## config.mk

```make
export PLATFORM = sky130hd
export DESIGN_NAME = send_stream_fifo
export DESIGN_NICKNAME = d
export VERILOG_FILES = /design/src/rtl/send_stream_fifo.sv
export SDC_FILE = /design/constraint.sdc
export NUM_CORES = 1
export LEC_CHECK = 0
export CORE_MARGIN = 3
export CORE_UTILIZATION = 25
export CTS_BUF_LIST = sky130_fd_sc_hd__clkbuf_2
export CTS_CLUSTER_DIAMETER = 200
export DETAILED_ROUTE_END_ITERATION = 7
export MAX_ROUTING_LAYER = met4
export REMOVE_ABC_BUFFERS = 1
export SYNTH_ARGS = -nofsm -noshare
export SYNTH_HDL_FRONTEND = slang
export SYNTH_SLANG_ARGS = --single-unit
```

## constraint.sdc

```tcl
create_clock -name clk -period 8.6 [get_ports clk]
set_clock_uncertainty 0.2 [all_clocks]
set_input_delay 2.15 -clock clk [delete_from_list [all_inputs] [get_ports clk]]
set_output_delay 2.15 -clock clk [all_outputs]
set_load 0.02 [all_outputs]
```

## src/rtl/send_stream_fifo.sv

```systemverilog
// send_stream_fifo: FIFO-buffered serialiser; optional even parity bit when STREAM_PARITY_EN is defined.
// Latency: a write into an empty FIFO at cycle N is popped at N+1, and its first bit shows at N+2.
// Backpressure: wr_ready = not-full; writes while full are dropped.
module send_stream_fifo #(
  parameter int DATA_W       = 8,
  parameter int DEPTH        = 16,
  parameter int CLKS_PER_BIT = 4,
  parameter int GAP_BITS     = 1,
  parameter bit MSB_FIRST    = 1'b1,
  parameter bit IDLE_LVL     = 1'b0
) (
  input  logic                   clk,
  input  logic                   reset,
  input  logic                   wr_valid,
  input  logic [DATA_W-1:0]      wr_data,
  output logic                   wr_ready,
  output logic                   datastream,
  output logic                   busy,
  output logic                   word_done,
  output logic [$clog2(DEPTH):0] level
);
  localparam int AW = $clog2(DEPTH);
  localparam int LW = AW + 1;
`ifdef STREAM_PARITY_EN
  localparam int NBITS = DATA_W + 1;
`else
  localparam int NBITS = DATA_W;
`endif
  localparam int CW = (CLKS_PER_BIT > 1) ? $clog2(CLKS_PER_BIT) : 1;
  localparam logic [CW-1:0] CNT_LAST = CW'(CLKS_PER_BIT - 1);
  localparam logic [5:0]    IDX_LAST = 6'(NBITS - 1);
  localparam logic [5:0]    GAP_LAST = 6'((GAP_BITS > 0) ? GAP_BITS - 1 : 0);
  localparam logic [LW-1:0] FULL     = LW'(DEPTH);
  localparam bit            HAS_GAP  = (GAP_BITS > 0);

  typedef enum logic [1:0] {IDLE, SHIFT, GAP} state_t;
  state_t state;

  logic [DATA_W-1:0] mem [DEPTH];
  logic [AW-1:0]     wr_ptr;
  logic [AW-1:0]     rd_ptr;
  logic [CW-1:0]     bit_cnt;
  logic [5:0]        bit_idx;
  logic [NBITS-1:0]  shreg;
  logic [NBITS-1:0]  seq;
  logic [DATA_W-1:0] head;
  logic [DATA_W-1:0] ordered;
  logic              push;
  logic              pop;
  logic              bit_end;
  logic              word_end;
  logic              gap_end;

  assign wr_ready = (level != FULL);
  assign push     = wr_valid && wr_ready;
  assign head     = mem[rd_ptr];

  // Arrange the head word in transmit order (first bit at the top), add parity, decide whether to pop.
  always_comb begin
    ordered = '0;
    for (int i = 0; i < DATA_W; i++) begin
      ordered[DATA_W-1-i] = MSB_FIRST ? head[DATA_W-1-i] : head[i];
    end
`ifdef STREAM_PARITY_EN
    seq = {ordered, ^head};
`else
    seq = ordered;
`endif
    bit_end  = (bit_cnt == CNT_LAST);
    word_end = (state == SHIFT) && bit_end && (bit_idx == IDX_LAST);
    gap_end  = (state == GAP) && bit_end && (bit_idx == GAP_LAST);
    pop      = (level != '0) && ((state == IDLE) || gap_end || (word_end && !HAS_GAP));
  end

  // Storage array; contents need no reset because level gates every read.
  always_ff @(posedge clk) begin
    if (push) mem[wr_ptr] <= wr_data;
  end

  // Pointers wrap naturally at DEPTH (power of two); level tracks push/pop balance.
  always_ff @(posedge clk) begin
    if (!reset) begin
      wr_ptr <= '0;
      rd_ptr <= '0;
      level  <= '0;
    end else begin
      if (push) wr_ptr <= wr_ptr + 1'b1;
      if (pop)  rd_ptr <= rd_ptr + 1'b1;
      case ({push, pop})
        2'b10:   level <= level + 1'b1;
        2'b01:   level <= level - 1'b1;
        default: level <= level;
      endcase
    end
  end

  // Serialiser FSM; outputs registered, pop takes priority so a freed slot is reused with no idle cycle.
  always_ff @(posedge clk) begin
    if (!reset) begin
      state      <= IDLE;
      bit_cnt    <= '0;
      bit_idx    <= '0;
      shreg      <= '0;
      datastream <= IDLE_LVL;
      busy       <= 1'b0;
      word_done  <= 1'b0;
    end else begin
      word_done <= 1'b0;
      if (pop) begin
        state      <= SHIFT;
        busy       <= 1'b1;
        bit_cnt    <= '0;
        bit_idx    <= '0;
        datastream <= seq[NBITS-1];
        shreg      <= seq << 1;
        word_done  <= (CLKS_PER_BIT == 1) && (NBITS == 1);
      end else begin
        case (state)
          SHIFT: begin
            if (!bit_end) begin
              bit_cnt   <= bit_cnt + 1'b1;
              word_done <= (CW'(bit_cnt + 1'b1) == CNT_LAST) && (bit_idx == IDX_LAST);
            end else if (bit_idx != IDX_LAST) begin
              bit_cnt    <= '0;
              bit_idx    <= bit_idx + 1'b1;
              datastream <= shreg[NBITS-1];
              shreg      <= shreg << 1;
              word_done  <= (CLKS_PER_BIT == 1) && (6'(bit_idx + 1'b1) == IDX_LAST);
            end else begin
              bit_cnt    <= '0;
              bit_idx    <= '0;
              datastream <= IDLE_LVL;
              if (HAS_GAP) begin
                state <= GAP;
              end else begin
                state <= IDLE;
                busy  <= 1'b0;
              end
            end
          end
          GAP: begin
            if (!bit_end) begin
              bit_cnt <= bit_cnt + 1'b1;
            end else if (bit_idx != GAP_LAST) begin
              bit_cnt <= '0;
              bit_idx <= bit_idx + 1'b1;
            end else begin
              bit_cnt <= '0;
              bit_idx <= '0;
              state   <= IDLE;
              busy    <= 1'b0;
            end
            datastream <= IDLE_LVL;
          end
          default: begin
            datastream <= IDLE_LVL;
            busy       <= 1'b0;
          end
        endcase
      end
    end
  end

endmodule

```

==> run_1/placed.png <==
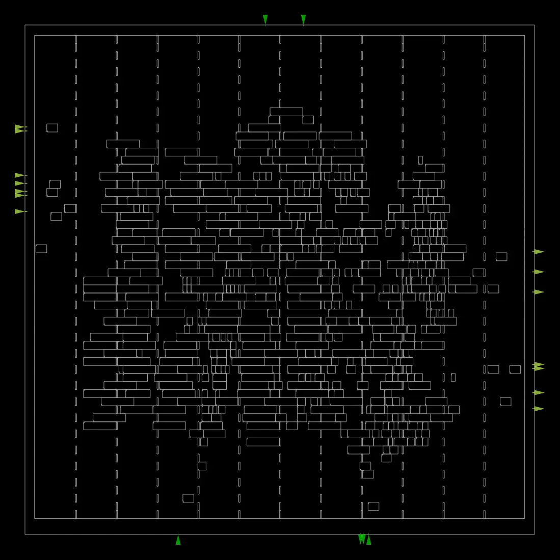
Layout Utilization: 0.284
flop count: 165
FP Rows: 60

==> run_1/layers.png <==
Drawn at 2 px/um. Only two layers are drawn.
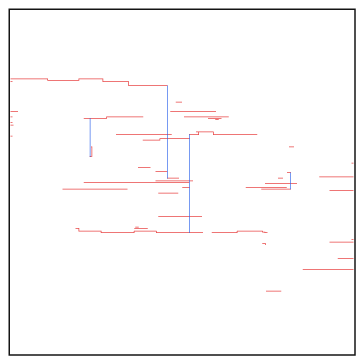
Red shows M3, wire length 670 um. Blue shows M4, wire length 123 um.
total track usage: 0.103
routed vias: 3831
wirelength, routed: 14100 um

==> flow_metrics.py, run 1 <==
# Generated from Yosys and OpenROAD reports
metrics = {
    "route": {
        "wl_met2_um": 6900,
        "viasPerCell": 4.59,
        "drt_first_pass_iters": 4,
        "routed.top_layer": "met4",
        "drc": 0,
        "dr.first_iter.drc_count": 227,
        "ant_nets": 0,
        "met1_length_um": 6410,
        "met3_length_um": 669,
    },
    "worst_setup_path": {
        "critPathKind": "reg -> out",
        "crit_buf_inv": 1,
        "cp.required_ns": 6.25,
        "rrSetupSlack_ns": 4.71,
        "cp_max_fo": 9,
        "end_kind": "primary output",
        "slowest_stage": "clkdlybuf4s50_1",
        "cp_top_family": "buffers and inverters",
        "critPathLaunchType": "flip-flop",
        "cpPeakStageDelay_ns": 0.55,
        "crit_chain": "nor4_4 -> nand2_1 -> clkdlybuf4s50_1",
        "critPathArrivalTime_ns": 2.22,
    },
    "placement": {
        "place_area_mm2": 0.00742,
        "place_inst": 803,
        "dp_hpwl_um": 9030,
        "gp_congestion": 0.773,
        "pre_cts_ws_ns": 3.43,
    },
    "pwr": {
        "switching_power_w": 0.000635,
        "pwr-share-clk": 0.226,
        "p_per_area_mw_per_mm2": 250,
        "power.share.switching": 0.332,
        "seq_power_w": 0.000963,
        "p_seq_frac": 0.503,
        "irDropWorstVdd_uv": 120,
        "combPwrFrac": 0.271,
        "comb-power_w": 0.000519,
        "power_w": 0.00192,
        "largestPowerGroup": "registers",
        "p_leak_nw": 2.38,
        "p_int_w": 0.00128,
    },
    "global_route": {
        "grt_pass1_wl_um": 22400,
        "grt_max_degree": 45,
        "grtUsageMet2": 0.161,
        "first_global_vias": 3941,
        "met1_usage": 0.135,
        "grt_util_met3": 0.0279,
        "grt_remaining_overflow": 0,
        "grt.busiest_layer": "met2",
        "antenna_found_initial": 0,
    },
    "timing": {
        "setup_viol": 0,
        "max_freq_mhz": 219,
        "hold_slack_ns": 0.337,
        "finalMaxSlewViolations": 0,
        "final-hold-violation-count": 0,
        "fin_ws_ns": 4.03,
        "fin_setup_tns_ns": 0,
        "period_needed_ns": 4.57,
        "relSlewSlack": 0.185,
        "worst_slew_pin_slew_ns": 1.21,
        "rsz0062_at_grt": "no",
        "fin_crit_sh": 0.531,
    },
    "synth": {
        "yosysUniqueCellTypes": 55,
        "synth.most_common_cell": "edfxtp_1",
        "yosys.area_share.aoi": 0.0858,
        "yosys_warnings": 0,
        "edf_count": 128,
        "flop_cell": "edfxtp_1",
        "synth_flop_count": 165,
        "syn_area_per_cell_um2": 14.8,
        "synth_top_cell_by_area": "edfxtp_1",
        "ys_sh_simple": 0.0734,
        "ys_seq_share": 0.664,
        "ys_cells": 466,
        "logic_family": "multiplexers",
        "synthTopCellsByCount": "edfxtp_1, dfxtp_1, o21ai_0",
        "async_reset_ff_frac": 0,
        "ys_sh_xor": 0.0152,
        "synthCells": 466,
        "ys_area_mm2": 0.00690,
    },
    "layout": {
        "final_nets": 508,
        "drive_gt1_frac": 0.148,
        "design_area_mm2": 0.00767,
        "n_antenna_cell": 0,
        "fin_cells": 835,
        "final_common_cell": "edfxtp_1",
    },
    "clocking": {
        "cts.sinks": 165,
        "cts_tree": "yes",
        "clk_latency_ns": 0.73,
        "cts_buffers": 17,
        "hold_buffers": 0,
        "post_cts_buffers": 0,
        "clkTransAtPathRegs_ns": 0.23,
        "cts_resized": 0,
        "clockBufferDepth": 2,
        "cts_htree_levels": 4,
    },
    "run": {
        "max-cap-violations": 0,
        "warnings": 33,
    },
    "run_status": {
        "outcome": "complete, no violations",
    },
    "die": {
        "fp-utilization": 0.255,
        "core_mm2": 0.0270,
        "die_area_mm2": 0.0296,
    },
    "worst_hold_path": {
        "hp-class": "reg -> reg",
    },
}
==> run_1/route_heat.png <==
Drawn at 2 px/um. The die is cut into 34 by 34 equal tiles; dark blue is low, red is high, scaled to the fullest tile. Values are wire area over tile area, all layers added.
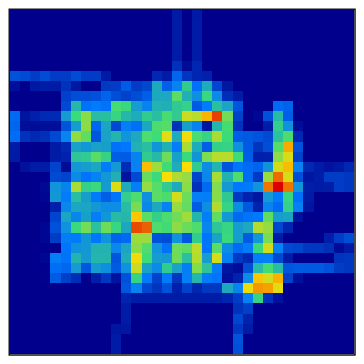
The emptiest ninth of the die: top right. The fullest tile reaches 0.47. 9.3% of the tiles are over half the peak. The mean over all tiles is 0.074.
drt wl/cell: 16.9 um

==> run 1: final timing paths <==
| check | startpoint | depth (start not counted) | to |
|---|---|---|---|
| setup / recovery | level[1] | 3 | wr_ready |
| hold reg to reg | rd_ptr[3] | 2 | flip-flop |
| hold / removal | rd_ptr[3] | 2 | flip-flop |
| setup reg to reg | bit_idx[0] | 14 | level[4] |
==> run 1: sequential cells by signal, summed over array words and instances (netlist names), named ones only <==
name,count
bit_idx,6
mem,128
word_done,1
level,5
busy,1
state,2
datastream,1
shreg,7
rd_ptr,4
bit_cnt,2
wr_ptr,4
==> run 1: layout make-up <==
cell class	count	area, um2
clock buffers	17	85.1
fillers	2734	19400
flip-flops and latches	165	4590
inverters	11	41.3
well taps	341	427
multi-input cells	263	2150
clock inverters	15	168
repair buffers	23	220
--- run 2 (diff from run 1) ---
==> constraint.sdc (replaced) <==
create_clock -name clk -period 4 [get_ports clk]
set_clock_uncertainty 0.2 [all_clocks]
set_input_delay 1 -clock clk [delete_from_list [all_inputs] [get_ports clk]]
set_output_delay 1 -clock clk [all_outputs]
set_load 0.02 [all_outputs]
==> run_2/port_trees.png <==
Drawn at 3 px/um.
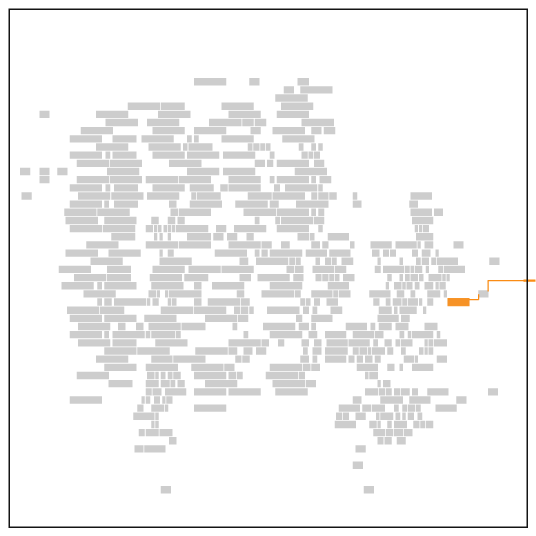
Orange shows `word_done`, bits 1, direction output, edge right, end cells 1, buffers 1, wire 20.7 um.
Ports: 20
Port Buffers: 19

==> run_2/placed.png <==
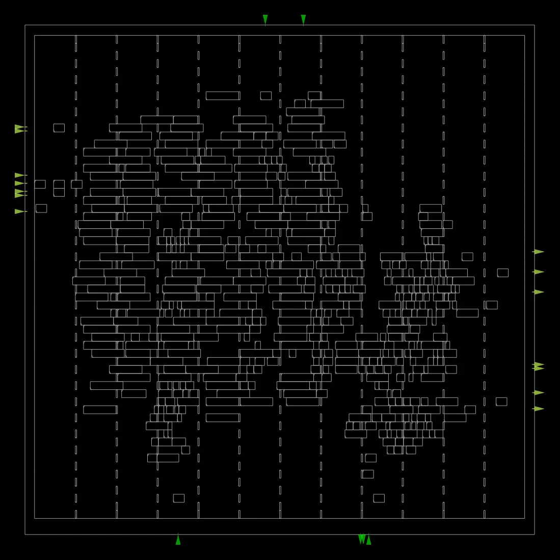
# fillers: 2684
core area: 0.0270 mm2

==> flow_metrics.py, run 2 <==
# Generated from Yosys and OpenROAD reports
metrics = {
    "route": {
        "dr.first_iter.drc_count": 374,
        "viasPerCell": 4.56,
        "drt-total-wl_um": 13900,
        "vias": 3887,
        "wl_per_cell_um": 16.3,
        "drc": 0,
        "ant_nets": 0,
        "drt_first_pass_iters": 4,
    },
    "layout": {
        "largestClassByArea": "sequential cells",
        "drive_gt1_frac": 0.180,
        "comb_share": 0.275,
        "flops": 165,
        "design_area_mm2": 0.00782,
        "fin_cells": 853,
        "final_nets": 526,
        "postLayoutCoreUtil": 0.289,
        "final_common_cell": "edfxtp_1",
        "logic_area_mm2": 0.00215,
        "regArea_mm2": 0.00459,
        "num-multi-input-gates": 263,
        "clock_area_frac": 0.0341,
        "n_clock_buffer": 19,
        "largest_register_ffs": 128,
        "nNonClkInverters": 11,
        "seq_area_frac": 0.586,
        "top_regs": "mem x128, shreg x7, bit_idx x6",
        "layout_top_cells": "edfxtp_1, dfxtp_1, o21ai_0",
        "n_antenna_cell": 0,
        "non_clock_buffer_count": 41,
        "buf_share": 0.0454,
        "area.growth.synth_to_final_pct": 13.4,
        "top_register": "mem",
    },
    "placement": {
        "pre_cts_ws_ns": 0.340,
        "place_inst": 821,
        "dp_hpwl_um": 9360,
        "gp_congestion": 0.806,
        "place_area_mm2": 0.00756,
    },
    "timing": {
        "fin_ws_ns": 0.479,
        "period_needed_ns": 3.52,
        "worst_slew_pin_slew_ns": 0.771,
        "max_freq_mhz": 284,
        "rsz0062_at_grt": "no",
        "fin_crit_sh": 0.880,
        "final-hold-violation-count": 0,
        "relSlewSlack": 0.484,
        "setup_viol": 0,
        "hold_slack_ns": 0.327,
        "fin_setup_tns_ns": 0,
        "finalMaxSlewViolations": 0,
    },
    "synth": {
        "synthCells": 466,
        "synth_flop_count": 165,
        "syn_area_mm2": 0.00690,
        "edf_count": 128,
        "synth_top_cell_by_area": "edfxtp_1",
        "ys_cells": 466,
        "ys_seq_share": 0.664,
        "synth.most_common_cell": "edfxtp_1",
        "flop_cell": "edfxtp_1",
        "mux_share": 0.108,
        "ys_sh_adder": 0.0290,
        "ys_sh_xor": 0.0152,
        "area_leaders": "edfxtp_1, dfxtp_1, mux4_2, ha_1, mux2i_1",
        "syn_area_per_cell_um2": 14.8,
        "ys_sh_simple": 0.0734,
        "top_cell_area_share": 0.557,
        "synthTopCellsByCount": "edfxtp_1, dfxtp_1, o21ai_0",
        "yosysUniqueCellTypes": 55,
        "yosys.area_share.aoi": 0.0858,
        "yosys_warnings": 0,
        "async_reset_ff_frac": 0,
        "ys_area_mm2": 0.00690,
        "logic_family": "multiplexers",
    },
    "die": {
        "fp.dieW_um": 172,
        "fp-utilization": 0.255,
        "die_h_um": 172,
        "num_rows": 60,
        "die_area_mm2": 0.0296,
        "taps": 341,
    },
    "worst_setup_path": {
        "critPathLaunchType": "flip-flop",
        "crit_buf_inv": 2,
        "end_kind": "flip-flop",
        "rrSetupSlack_ns": 0.48,
        "cp_max_fo": 8,
        "r2r-start": "bit_idx[1]",
        "cp_top_family": "AND-OR/OR-AND gates",
        "slowest_stage": "dfxtp_1",
        "critPathKind": "reg -> reg",
        "crit_top_cell": "ha_1",
        "ff2ff_path_depth": 14,
        "crit_chain": "inv_1 -> ha_1 -> and2b_2 -> a41oi_2 -> or2_0 -> inv_1 -> ha_1 -> xor2_1 -> ha_1 -> a211o_1 -> a21oi_1 -> a221oi_1 -> or3_1 -> a21boi_0",
        "critPathArrivalTime_ns": 3.96,
        "cpPeakStageDelay_ns": 0.46,
        "r2r_end": "level[4]",
        "cp.required_ns": 4.44,
    },
    "worst_hold_path": {
        "hp-class": "reg -> reg",
        "whs_path_depth": 2,
        "worstHoldStart": "rd_ptr[3]",
        "hold_path_end": "rd_ptr[3]",
    },
    "run": {
        "max-cap-violations": 0,
        "warnings": 33,
    },
    "pwr": {
        "power_w": 0.00417,
        "p_leak_nw": 2.49,
        "p_per_area_mw_per_mm2": 533,
        "irDropWorstVdd_uv": 185,
    },
    "clocking": {
        "post_cts_buffers": 0,
        "clkTransAtPathRegs_ns": 0.23,
        "cts_htree_levels": 4,
        "cts_resized": 0,
        "cts_tree": "yes",
        "cts.sinks": 165,
        "cts_root_buf": "clkbuf_2",
        "clockBufferDepth": 2,
        "hold_buffers": 0,
        "clk_latency_ns": 0.72,
        "cts_buffers": 17,
    },
    "run_status": {
        "outcome": "complete, no violations",
    },
    "global_route": {
        "grt.total_usage": 0.101,
        "grt_max_degree": 28,
        "antenna_found_initial": 0,
        "first_global_vias": 3942,
        "grt_pass1_wl_um": 22000,
        "grt_remaining_overflow": 0,
    },
}
run 2: worst max path at each step:
stage | from | end | slack, ns | cells past startpoint
floorplan | bit_idx[0] | level[4] | 0.65 | 14
global placement | wr_valid | level[4] | 0.41 | 11
detailed placement | wr_valid | level[4] | 0.34 | 11
CTS | bit_idx[0] | level[4] | 0.52 | 14
global route | bit_idx[0] | level[4] | 0.31 | 14
finish | bit_idx[1] | level[4] | 0.48 | 14
run 2: where the power goes:
part           leakage (nW)  switching, W  internal (W)  total, W
sequential             1.46      0.000141       0.00197   0.00211
combinational         0.870      0.000603      0.000504   0.00111
clock                 0.161      0.000587      0.000365  0.000953
run 2: metal layers:
metal / routed length, um / global-route usage
met1: 6210 / 0.125
met2: 6870 / 0.164
met4: 105 / 0.0246
met5: 0 / -
met3: 724 / 0.0302
--- run 3 (diff from run 2) ---
--- a/config.mk
+++ b/config.mk
@@ -11,7 +11,6 @@
 export CTS_CLUSTER_DIAMETER = 200
 export DETAILED_ROUTE_END_ITERATION = 7
 export MAX_ROUTING_LAYER = met4
-export REMOVE_ABC_BUFFERS = 1
 export SYNTH_ARGS = -nofsm -noshare
 export SYNTH_HDL_FRONTEND = slang
 export SYNTH_SLANG_ARGS = --single-unit
==> run_3/route_heat.png <==
Drawn at 2 px/um. The die is cut into 34 by 34 equal tiles; dark blue is low, red is high, scaled to the fullest tile. Values are wire area over tile area, all layers added.
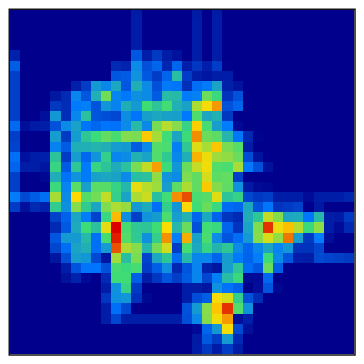
The mean over all tiles is 0.075. The densest ninth of the die: middle. 49% of the tiles are nearly empty.
wirelength, routed: 14300 um
routed vias: 3917
total track usage: 0.105
drt wl/cell: 16.7 um

==> run_3/placed.png <==
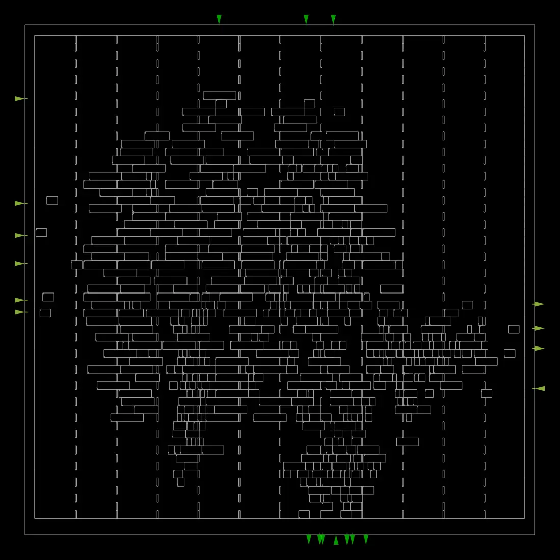
Seq/total area: 0.587
# Taps: 341
Layout Utilization: 0.289

==> flow_metrics.py, run 3 <==
# Generated from Yosys and OpenROAD reports
metrics = {
    "route": {
        "drt_first_pass_iters": 4,
        "ant_nets": 0,
        "dr.first_iter.drc_count": 267,
        "viasPerCell": 4.58,
        "drc": 0,
    },
    "layout": {
        "area.growth.synth_to_final_pct": 13.2,
        "largest_register_ffs": 128,
        "regArea_mm2": 0.00459,
        "top_regs": "mem x128, shreg x7, bit_idx x6",
        "nFillCells": 2662,
        "fin_cells": 856,
        "top_register": "mem",
        "layout_top_cells": "edfxtp_1, dfxtp_1, o21ai_0",
        "final_common_cell": "edfxtp_1",
        "final_nets": 528,
        "design_area_mm2": 0.00781,
        "logic_area_mm2": 0.00215,
        "drive_gt1_frac": 0.183,
    },
    "timing": {
        "max_freq_mhz": 282,
        "period_needed_ns": 3.55,
        "fin_setup_tns_ns": 0,
        "relSlewSlack": 0.397,
        "final-hold-violation-count": 0,
        "worst_slew_pin_slew_ns": 0.904,
        "fin_crit_sh": 0.888,
        "finalMaxSlewViolations": 0,
        "rsz0062_at_grt": "no",
        "setup_viol": 0,
    },
    "pwr": {
        "largestPowerGroup": "registers",
        "power_w": 0.00410,
        "comb-power_w": 0.00108,
        "p_int_w": 0.00273,
        "power.share.switching": 0.334,
        "p_leak_nw": 2.49,
        "combPwrFrac": 0.264,
        "p_clk_w": 0.000890,
        "p_seq_frac": 0.519,
        "p_per_area_mw_per_mm2": 525,
        "seq_power_w": 0.00213,
        "switching_power_w": 0.00137,
        "pwr-share-clk": 0.217,
        "irDropWorstVdd_uv": 240,
    },
    "worst_setup_path": {
        "crit_buf_inv": 2,
        "r2r-start": "bit_idx[0]",
        "rrSetupSlack_ns": 0.45,
        "critPathLaunch": "bit_idx[0]",
        "end_kind": "flip-flop",
        "ff2ff_path_depth": 14,
        "cp_top_family": "AND-OR/OR-AND gates",
        "path_depth": 14,
        "slowest_stage": "dfxtp_1",
        "endpoint": "level[4]",
        "crit_chain": "inv_1 -> ha_1 -> and2b_2 -> a41oi_2 -> or2_0 -> inv_1 -> ha_1 -> xor2_1 -> ha_1 -> a211o_1 -> a21oi_1 -> a221oi_1 -> or3_1 -> a21boi_0",
        "critPathArrivalTime_ns": 4.01,
        "cpPeakStageDelay_ns": 0.45,
        "r2r_end": "level[4]",
        "cp.required_ns": 4.46,
        "critPathLaunchType": "flip-flop",
        "critPathKind": "reg -> reg",
        "cp_max_fo": 8,
        "crit_top_cell": "ha_1",
    },
    "synth": {
        "yosys_warnings": 0,
        "synth.most_common_cell": "edfxtp_1",
        "synthTopCellsByCount": "edfxtp_1, dfxtp_1, o21ai_0",
        "logic_family": "multiplexers",
        "ys_cells": 466,
        "ys_sh_adder": 0.0290,
        "async_reset_ff_frac": 0,
        "area_leaders": "edfxtp_1, dfxtp_1, mux4_2, ha_1, mux2i_1",
        "ys_area_mm2": 0.00690,
        "ys_seq_share": 0.664,
        "synthCells": 466,
        "syn_area_mm2": 0.00690,
        "top_cell_area_share": 0.557,
        "ys_sh_simple": 0.0734,
        "fp_nets": 493,
        "yosys.area_share.aoi": 0.0858,
        "mux_share": 0.108,
        "flop_cell": "edfxtp_1",
        "edf_count": 128,
        "yosysUniqueCellTypes": 55,
        "syn_area_per_cell_um2": 14.8,
        "synth_flop_count": 165,
        "synth_top_cell_by_area": "edfxtp_1",
        "ys_sh_xor": 0.0152,
    },
    "die": {
        "die_h_um": 172,
        "num_rows": 60,
        "fp-utilization": 0.255,
        "die_area_mm2": 0.0296,
        "pin_count": 20,
        "core_mm2": 0.0270,
        "fp.dieW_um": 172,
    },
    "clocking": {
        "cts.sinks": 165,
        "cts_htree_levels": 4,
        "post_cts_buffers": 0,
        "cts_root_buf": "clkbuf_2",
        "clk_latency_ns": 0.72,
        "clkTransAtPathRegs_ns": 0.25,
        "clockBufferDepth": 2,
        "cts_tree": "yes",
        "hold_buffers": 0,
        "cts_resized": 0,
        "cts_buffers": 17,
    },
    "placement": {
        "portBuffers": 19,
        "place_inst": 823,
        "dp_hpwl_um": 9560,
        "gp_congestion": 0.778,
        "place_area_mm2": 0.00757,
    },
    "global_route": {
        "grt_util_met3": 0.0258,
        "grt_pass1_wl_um": 22700,
        "grt_remaining_overflow": 0,
        "grt_max_degree": 28,
        "antenna_found_initial": 1,
        "first_global_vias": 3983,
        "grt.busiest_layer": "met2",
        "met1_usage": 0.130,
        "grtUsageMet2": 0.171,
    },
    "run_status": {
        "outcome": "complete, no violations",
    },
    "worst_hold_path": {
        "hold_path_end": "rd_ptr[3]",
        "hp-class": "reg -> reg",
        "worstHoldStart": "rd_ptr[3]",
        "whs_path_depth": 2,
    },
    "run": {
        "warnings": 34,
        "max-cap-violations": 0,
    },
}
run 3: cell counts after synthesis:
No cell type changed its count.
run 3: routing by layer:
layer | routed length, um | vias up
li1 | - | 1854
met1 | 6490 | 1980
met2 | 6990 | 68
met3 | 644 | 15
met4 | 161 | 0
met5 | 0 | -
run 3: per-stage QoR:
step,hold slack [ns],setup slack [ns]
finish,0.312,0.450
global route,0.348,0.191
CTS,0.324,0.450
detailed placement,0.294,0.301
global placement,0.271,0.438
floorplan,0.256,0.777
run 3: final cells by class:
class | count | share of cell area
diodes | 1 | 0.000320
clock buffers | 19 | 0.0122
clock inverters | 13 | 0.0179
inverters | 11 | 0.00529
multi-input cells | 263 | 0.275
flip-flops and latches | 165 | 0.587
well taps | 341 | 0.0546
repair buffers | 43 | 0.0474

==> notes/layouts.md <==
Pictures saved along the way, in no particular order.

Register map, names as in the netlist.
Drawn at 3 px/um. Other sequential cells in the stronger grey, the rest of the logic in the fainter grey.
Plate I
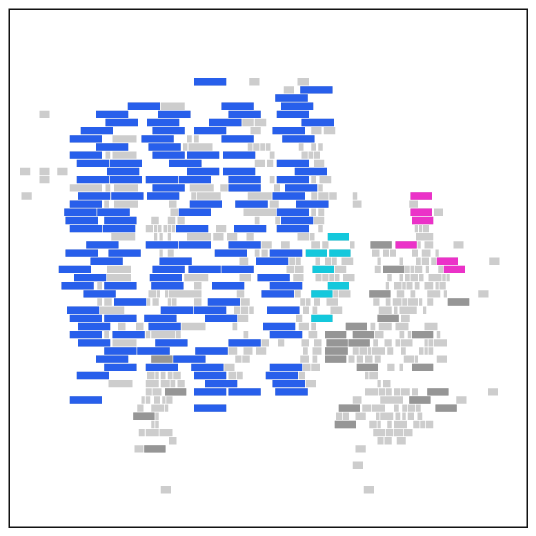
Plate II
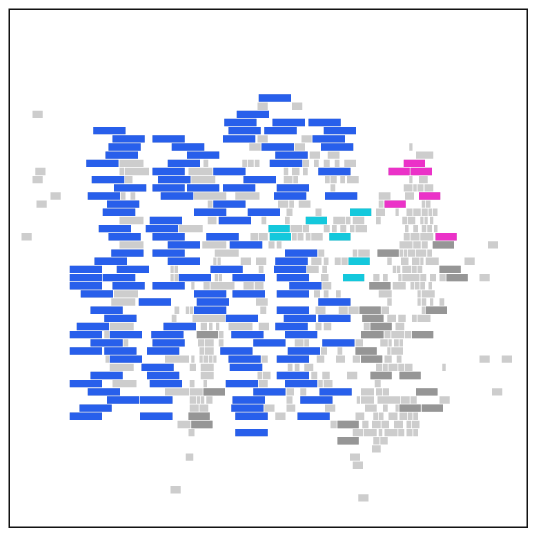
For run 2, see Plate I.
For run 1, see Plate II.

Key to Plate I:
Cyan shows `shreg`, flops 7, where middle. Magenta shows `bit_idx`, flops 6, where right middle. Blue shows `mem`, flops 128.
Another 24 sequential cells are not coloured.

Power and IR drop assume default switching activity.
